m1.png
Bar = 20 µm.
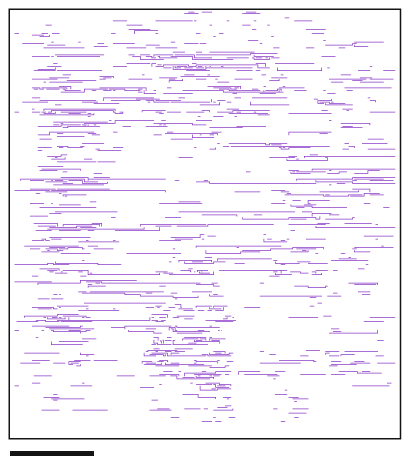
m2.png
Bar = 20 µm.
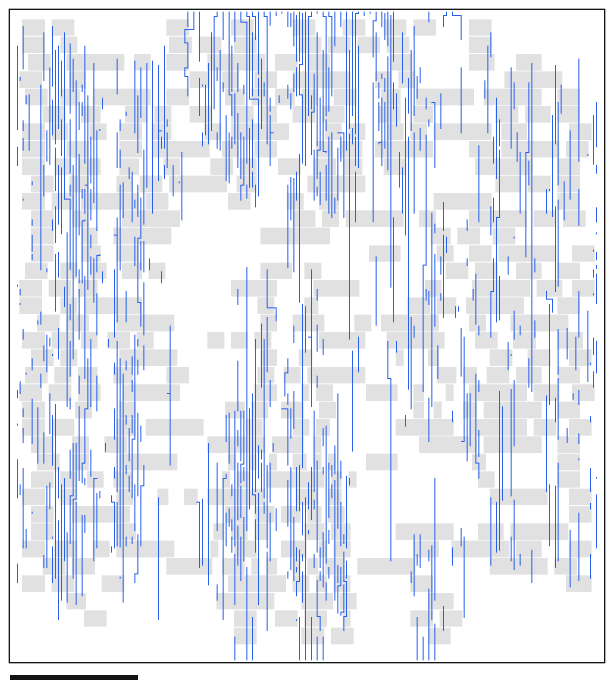
m3.png
Bar = 20 µm.
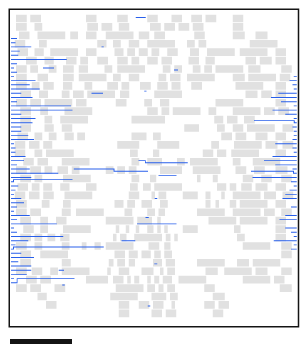
==> config.mk <==
export PLATFORM = sky130hd
export DESIGN_NAME = sram_port_arbiter
export DESIGN_NICKNAME = d
export VERILOG_FILES = /design/src/rtl/sram_port_arbiter.sv
export SDC_FILE = /design/constraint.sdc
export NUM_CORES = 1
export LEC_CHECK = 0
export CAP_MARGIN = 10
export CELL_PAD_IN_SITES_DETAIL_PLACEMENT = 1
export CELL_PAD_IN_SITES_GLOBAL_PLACEMENT = 1
export CORE_ASPECT_RATIO = 1.1
export CORE_UTILIZATION = 28
export DETAILED_ROUTE_END_ITERATION = 8
export PLACE_DENSITY = 0.86
export SLEW_MARGIN = 20
export SYNTH_ARGS = -nofsm -noshare
export SYNTH_HDL_FRONTEND = slang
export SYNTH_SLANG_ARGS = --single-unit
==> constraint.sdc <==
create_clock -name clock -period 2.1 [get_ports clock]
set_input_delay 0.21 -clock clock [delete_from_list [all_inputs] [get_ports clock]]
set_output_delay 0.21 -clock clock [all_outputs]
set_load 0.05 [all_outputs]
==> run_results.csv <==
group,metric,value,unit
global_route,grtUsageTotal,18.9,%
setup_path,crit_type,"input pin to output pin",
global_route,grt_start_max_net_pins,31,
clocking,clk_path_buf_depth,2,
floorplanning,total_die_area,0.00948,mm²
setup_path,critical_path_peak_fanout,6,
final_timing,report.final.setup_viol,0,
detailed_routing,routed_via_density,5.14,
setup_path,worstPathRequired,1.89,ns
detailed_routing,remaining_drc_errors,0,
run_status,status,"complete, no violations",
layout,nNetsFinal,466,
clocking,numClockSinks,53,
clocking,cts_made_buffers,5,
global_route,grt_first_pass_wirelength,14000,µm
flow_run,tool_warnings,26,
setup_path,r2r_cells,7,
clocking,cts_tree,"yes",
placed_design,place_area,0.00419,mm²
layout,layout.cells.most_common,"sky130_fd_sc_hd__clkdlybuf4s50_1",
layout,layout-drive-gt1-share,14.1,%
placed_design,gp_congestion,0.854,
clocking,insertion_delay_at_the_late_pin_of_the_worst_skew_pair,0.31,ns
placed_design,dp.cells,473,
setup_path,worstSetupStartpointType,"input pin",
setup_path,worst-r2r-setup-slack,0.31,ns
clocking,clkSlewWorstSetupHoldPaths,0.09,ns
final_timing,fin_setup_tns,0,ns
yosys,area_leaders,"sky130_fd_sc_hd__dfrtp_1 (52%), sky130_fd_sc_hd__a2bb2oi_1 (8.3%), sky130_fd_sc_hd__o211ai_1 (7.4%)",
clocking,post-cts-setup-buffer-count,0,
floorplanning,die_width,92.9,µm
final_timing,rsz_0062_raised_after_global_routing,"no",
power_and_ir_drop,fin_total_pwr,7.81,mW
placed_design,pre_cts_ws,-0.00580,ns
Back to the opening pictures, m1.png:
The layer carries 3450 µm of wire. The wires run mostly horizontal.
total wire length after detailed routing: 8700 µm
total number of vias: 2478
met1 routing resource usage after global routing: 20.9%

Back to the opening pictures, m2.png:
The longest straight run is 51.3 µm. The layer holds 52% of the routed length.
met2 GRT Util: 35.7%

Back to the opening pictures, m3.png:
The wires run mostly horizontal. The layer holds 6.6% of the routed length. 107 nets have wire on it.
grt met3 use: 4.39%

layout make-up:
type | instances | area share [%]
timing repair buffer | 165 | 38.1
sequential | 53 | 30.7
multi-input combinational | 135 | 24.5
tap | 114 | 3.30
clock buffer | 6 | 1.91
clock inverter | 2 | 0.869
inverter | 7 | 0.608
synth_stat cells (all sizes together):
cell     count
dfrtp       53
o211ai      25
a22oi       24
a2bb2oi     24
buf         19
mux2        16
and2         7
inv          7
nand2        7
nor2         4
o21ai        4
a21oi        3
nand3        3
a21boi       2
a222oi       2
nand2b       2
o22ai        2
a211o        1
a31o         1
a32o         1
and4         1
clkbuf       1
nand3b       1
nor2b        1
o2111a       1
o2111ai      1
o21a         1
or2          1
power by group:
group          internal, mW  leakage (nW)  switching, mW
clock                 0.388        0.0574          0.345
sequential             1.56         0.633          0.321
combinational          2.14          1.03           3.06
worst max-delay path, cell delays in order:
cell and delay [ns]:
sky130_fd_sc_hd__clkdlybuf4s50_1 0.53, sky130_fd_sc_hd__a21oi_1 0.09, sky130_fd_sc_hd__o2111a_1 0.26, sky130_fd_sc_hd__or2_1 0.32, sky130_fd_sc_hd__and2_1 0.23, sky130_fd_sc_hd__buf_12 0.15
routing by layer:
layer	up-vias	global-route usage, %	share of wire, %
met5	-	0	0
met4	0	5.92	1.6
met3	12	4.39	6.6
met2	121	35.7	52
met1	1213	20.9	40
li1	1132	-	-
logic make-up after synthesis:
logic type / Yosys count / synth area share (%)
AND-OR/OR-AND: 92 / 28.1
buffers and inverters: 27 / 6.68
flip-flops: 53 / 52.1
multiplexers: 16 / 7.08
AND/OR/NAND/NOR: 27 / 6.04
repair_timing:
item	CTS	global route
hold endpoints to repair	48	0
endpoints found under the setup margin	0	1
resized	0	1
hold buffers	1	0
Power is estimated from default activity; no workload was simulated.
